wires.png
(8 px per µm)
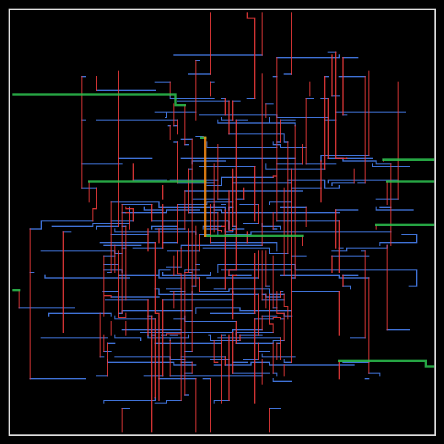
detail.png
Region (30, 3) to (50, 23) µm. Cells in grey, sequential cells in the stronger grey; small squares are vias.
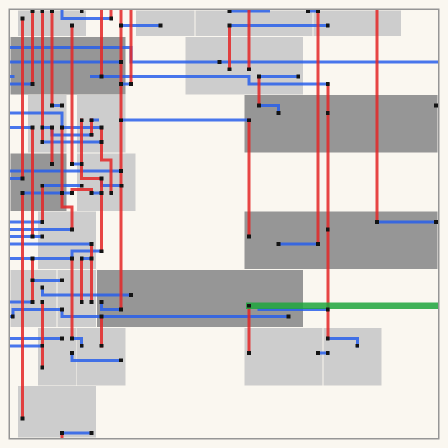
flops_by_reg.png
(10 px per µm)
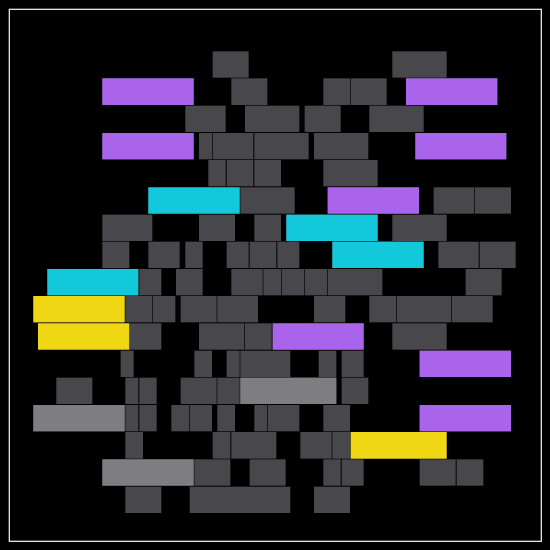
$ cat config.mk
export PLATFORM = sky130hd
export DESIGN_NAME = uart_tx_strobed
export DESIGN_NICKNAME = d
export VERILOG_FILES = /design/src/rtl/uart_pkg.sv /design/src/rtl/uart_tx_strobed.sv
export SDC_FILE = /design/constraint.sdc
export NUM_CORES = 1
export LEC_CHECK = 0
export CORE_MARGIN = 2
export CORE_UTILIZATION = 44
export CTS_CLUSTER_DIAMETER = 150
export DETAILED_ROUTE_END_ITERATION = 12
export HOLD_SLACK_MARGIN = 0.08
export PLACE_DENSITY_LB_ADDON = 0.25
export SETUP_SLACK_MARGIN = 0.5
export SLEW_MARGIN = 20
export SYNTH_ARGS = -nofsm -noshare
export SYNTH_HDL_FRONTEND = slang
export SYNTH_SLANG_ARGS = --single-unit
$ cat constraint.sdc
create_clock -name i_clk -period 2.3 [get_ports i_clk]
set_input_delay 0.23 -clock i_clk [delete_from_list [all_inputs] [get_ports i_clk]]
set_output_delay 0.23 -clock i_clk [all_outputs]
set_load 0.02 [all_outputs]
$ cat src/rtl/uart_pkg.sv
// Shared UART types and line-level constants for the transmit/receive slice.
package uart_pkg;

    // Parity selection, numerically matching the PARITY parameter encoding.
    typedef enum logic [1:0] {
        PARITY_NONE = 2'd0,
        PARITY_ODD  = 2'd1,
        PARITY_EVEN = 2'd2
    } parity_e;

    // Transmitter frame states.
    typedef enum logic [2:0] {
        S_IDLE   = 3'd0,
        S_ARMED  = 3'd1,
        S_START  = 3'd2,
        S_DATA   = 3'd3,
        S_PARITY = 3'd4,
        S_STOP   = 3'd5
    } tx_state_e;

    localparam logic UART_IDLE_LEVEL  = 1'b1;
    localparam logic UART_START_LEVEL = 1'b0;

endpackage

$ cat src/rtl/uart_tx_strobed.sv
// UART transmitter paced by an external one-cycle baud strobe.
// Words are accepted over valid/ready, then sent LSB-first with a start bit,
// optional parity bit and one or two stop bits. Every line level is held for
// exactly one strobe interval; the line changes on the clock edge that sees
// the strobe.
module uart_tx_strobed
    import uart_pkg::*;
#(
    parameter int DATA_BITS = 8,
    parameter int PARITY    = 0,
    parameter int STOP_BITS = 1
) (
    input  logic                 i_clk,
    input  logic                 i_reset_n,
    input  logic                 i_baud_strobe,
    input  logic [DATA_BITS-1:0] i_data,
    input  logic                 i_valid,
    output logic                 o_ready,
    output logic                 o_tx,
    output logic                 o_busy
);

    localparam int                 CNT_W       = $clog2(DATA_BITS + 1);
    localparam logic [CNT_W-1:0]   LAST_BIT    = CNT_W'(DATA_BITS - 1);
    localparam logic               LAST_STOP   = 1'(STOP_BITS - 1);
    localparam parity_e            PARITY_MODE = parity_e'(PARITY[1:0]);
    localparam bit                 HAS_PARITY  = (PARITY_MODE != PARITY_NONE);
    localparam logic               ODD_PARITY  = (PARITY_MODE == PARITY_ODD);

    // Reject illegal configurations at elaboration.
    if (DATA_BITS < 5 || DATA_BITS > 9) begin : g_bad_data_bits
        $error("uart_tx_strobed: DATA_BITS=%0d outside 5..9", DATA_BITS);
    end
    if (PARITY < 0 || PARITY > 2) begin : g_bad_parity
        $error("uart_tx_strobed: PARITY=%0d not in {0,1,2}", PARITY);
    end
    if (STOP_BITS != 1 && STOP_BITS != 2) begin : g_bad_stop_bits
        $error("uart_tx_strobed: STOP_BITS=%0d not in {1,2}", STOP_BITS);
    end

    tx_state_e            state;
    logic [DATA_BITS-1:0] shift;
    logic [CNT_W-1:0]     bit_cnt;
    logic                 stop_cnt;
    logic                 parity_acc;
    logic                 tx;
    logic                 ready;
    logic                 busy;

    // Frame sequencer: state, shift register, counters and registered outputs.
    // ready is only ever set in S_IDLE, so valid && ready alone is the handshake.
    always_ff @(posedge i_clk or negedge i_reset_n) begin
        if (!i_reset_n) begin
            state      <= S_IDLE;
            shift      <= '0;
            bit_cnt    <= '0;
            stop_cnt   <= 1'b0;
            parity_acc <= 1'b0;
            tx         <= UART_IDLE_LEVEL;
            ready      <= 1'b0;
            busy       <= 1'b0;
        end else begin
            case (state)
                S_IDLE: begin
                    if (ready && i_valid) begin
                        // A strobe coinciding with the handshake is deliberately ignored.
                        state      <= S_ARMED;
                        shift      <= i_data;
                        bit_cnt    <= '0;
                        stop_cnt   <= 1'b0;
                        parity_acc <= 1'b0;
                        ready      <= 1'b0;
                        busy       <= 1'b1;
                    end else begin
                        ready <= 1'b1;
                    end
                end

                S_ARMED: begin
                    if (i_baud_strobe) begin
                        state <= S_START;
                        tx    <= UART_START_LEVEL;
                    end
                end

                S_START: begin
                    if (i_baud_strobe) begin
                        state      <= S_DATA;
                        tx         <= shift[0];
                        parity_acc <= shift[0];
                        shift      <= shift >> 1;
                        bit_cnt    <= '0;
                    end
                end

                S_DATA: begin
                    if (i_baud_strobe) begin
                        if (bit_cnt == LAST_BIT) begin
                            if (HAS_PARITY) begin
                                state <= S_PARITY;
                                tx    <= parity_acc ^ ODD_PARITY;
                            end else begin
                                state    <= S_STOP;
                                tx       <= UART_IDLE_LEVEL;
                                stop_cnt <= 1'b0;
                            end
                        end else begin
                            tx         <= shift[0];
                            parity_acc <= parity_acc ^ shift[0];
                            shift      <= shift >> 1;
                            bit_cnt    <= bit_cnt + CNT_W'(1);
                        end
                    end
                end

                S_PARITY: begin
                    if (i_baud_strobe) begin
                        state    <= S_STOP;
                        tx       <= UART_IDLE_LEVEL;
                        stop_cnt <= 1'b0;
                    end
                end

                S_STOP: begin
                    if (i_baud_strobe) begin
                        if (stop_cnt == LAST_STOP) begin
                            state <= S_IDLE;
                            busy  <= 1'b0;
                            ready <= 1'b1;
                        end else begin
                            stop_cnt <= 1'b1;
                        end
                    end
                end

                default: begin
                    state <= S_IDLE;
                    tx    <= UART_IDLE_LEVEL;
                    ready <= 1'b0;
                    busy  <= 1'b0;
                end
            endcase
        end
    end

    assign o_tx    = tx;
    assign o_ready = ready;
    assign o_busy  = busy;

`ifdef FORMAL
    a_ready_in_idle: assert property (@(posedge i_clk) disable iff (!i_reset_n)
        o_ready |-> state == S_IDLE);

    a_tx_high: assert property (@(posedge i_clk) disable iff (!i_reset_n)
        (state inside {S_IDLE, S_ARMED, S_STOP}) |-> o_tx == UART_IDLE_LEVEL);

    a_tx_start_low: assert property (@(posedge i_clk) disable iff (!i_reset_n)
        state == S_START |-> o_tx == UART_START_LEVEL);

    a_tx_stable: assert property (@(posedge i_clk) disable iff (!i_reset_n)
        !i_baud_strobe |=> $stable(o_tx));

    c_full_frame: cover property (@(posedge i_clk) disable iff (!i_reset_n)
        state == S_STOP && i_baud_strobe && stop_cnt == LAST_STOP);
`endif

endmodule

==> impl_results.html <==
<p>Metrics extracted from the flow reports.</p>
<table>
<tr><th>Metric</th><th>Value</th></tr>
<tr><th colspan="2">Run status</th></tr>
<tr><td>Result of the run</td><td>finished, final reports clean</td></tr>
<tr><th colspan="2">Yosys</th></tr>
<tr><td>Area share of the largest cell type after synthesis</td><td>40.2%</td></tr>
<tr><td>Top cells by instance count after synthesis</td><td>dfrtp_1, mux2_4, a21oi_1, mux2_2</td></tr>
<tr><td>Biggest area contributors in the synthesized netlist</td><td>dfrtp_1, mux2_4, mux2_2, buf_6, nand4bb_4</td></tr>
<tr><td>Mean instance size in the synthesized netlist</td><td>12.2 µm²</td></tr>
<tr><td>Total standard cell area after synthesis</td><td>0.00106 mm²</td></tr>
<tr><th colspan="2">Clock tree</th></tr>
<tr><td>Clock latency reported for the late side of the worst-skew pair</td><td>300 ps</td></tr>
<tr><td>Max Root-Sink Buffers</td><td>2</td></tr>
<tr><td>Maximum level of the CTS H-tree</td><td>1</td></tr>
<tr><th colspan="2">Placement</th></tr>
<tr><td>Last weighted congestion value of the routability-driven placer</td><td>0.700</td></tr>
<tr><td>DPL Wire Length</td><td>1390 µm</td></tr>
<tr><td>DP Area</td><td>0.00119 mm²</td></tr>
<tr><td>Buffers on Ports</td><td>14</td></tr>
<tr><th colspan="2">Pwr</th></tr>
<tr><td>Power in the clock group</td><td>0.196 mW</td></tr>
<tr><td>Overall power consumption</td><td>1.57 mW</td></tr>
<tr><td>Leakage component of the power</td><td>0.575 nW</td></tr>
<tr><td>Top Consumer</td><td>combinational cells</td></tr>
<tr><td>Comb pwr</td><td>0.779 mW</td></tr>
<tr><td>Sw Pwr</td><td>0.538 mW</td></tr>
<tr><th colspan="2">Critical path</th></tr>
<tr><td>Number of cell instances on the worst register-to-register path</td><td>5</td></tr>
<tr><td>Arrival time reported for the critical path endpoint</td><td>1930 ps</td></tr>
<tr><td>Top cell family by delay on the critical path</td><td>flip-flops</td></tr>
<tr><td>Crit. path cell count</td><td>5</td></tr>
<tr><td>Buf+Inv Stages, Crit Path</td><td>1</td></tr>
<tr><td>Max stage delay cell, worst path</td><td>dfrtp_1</td></tr>
<tr><td>Startpoint type of the worst setup path</td><td>flop</td></tr>
<tr><td>Required time of the critical path</td><td>2480 ps</td></tr>
<tr><th colspan="2">Floorplanning</th></tr>
<tr><td>Number of ports placed on the die boundary</td><td>15</td></tr>
<tr><td>Chip Footprint</td><td>0.00281 mm²</td></tr>
<tr><td>Fp util</td><td>47.4%</td></tr>
<tr><td>Standard cell core area</td><td>0.00223 mm²</td></tr>
<tr><th colspan="2">Layout</th></tr>
<tr><td>Area taken by flip-flops and latches</td><td>453 µm²</td></tr>
<tr><td>Clk_buf instances</td><td>4</td></tr>
<tr><td>Flip-flops</td><td>18</td></tr>
<tr><td>Layout area overhead</td><td>19.1%</td></tr>
<tr><td>Multi-input gate area in the final layout</td><td>544 µm²</td></tr>
<tr><td>Multi-input gate count</td><td>60</td></tr>
<tr><td>Number of antenna cells inserted</td><td>0</td></tr>
<tr><td>Core occupancy in the finished layout</td><td>56.5%</td></tr>
<tr><th colspan="2">Timing</th></tr>
<tr><td>Maximum clock rate</td><td>572 MHz</td></tr>
<tr><td>Max Slew Vio Count</td><td>0</td></tr>
<tr><td>Setup TNS</td><td>0 ps</td></tr>
<tr><th colspan="2">GRT</th></tr>
<tr><td>Met1 routing resource usage after global routing</td><td>23.6%</td></tr>
<tr><th colspan="2">Flow run</th></tr>
<tr><td>Number of warnings the tools reported</td><td>26</td></tr>
<tr><td>Count of maximum capacitance violations</td><td>0</td></tr>
<tr><th colspan="2">Detailed routing</th></tr>
<tr><td>Routed length on met3</td><td>81 µm</td></tr>
<tr><td>Number of optimization iterations in the first detailed-route pass</td><td>3</td></tr>
<tr><td>DR vias/cell</td><td>5.41</td></tr>
<tr><td>Overall via count from detail_route</td><td>714</td></tr>
</table>
About wires.png:
orange -> metal 4  # wire length 12.2 µm
green -> metal 3  # wire length 81.8 µm
red -> metal 2  # wire length 904 µm
blue -> metal 1  # wire length 1000 µm
detailed-route wire length: 2000 µm
Total GRT Usage: 16.6%

About detail.png:
blue -> metal 1
green -> metal 3
red -> metal 2
most frequent = dfrtp_1 (3), a21oi_1 (2), clkdlybuf4s50_1 (2)
netlist names of flops here include = shift (3), state (1)
cells with their middle in the window = 16
sequential cells in the window = 4

About flops_by_reg.png:
purple -> shift  # sequential cells 8
cyan -> bit_cnt  # sequential cells 4
yellow -> state  # sequential cells 3

Power and IR drop assume default switching activity.
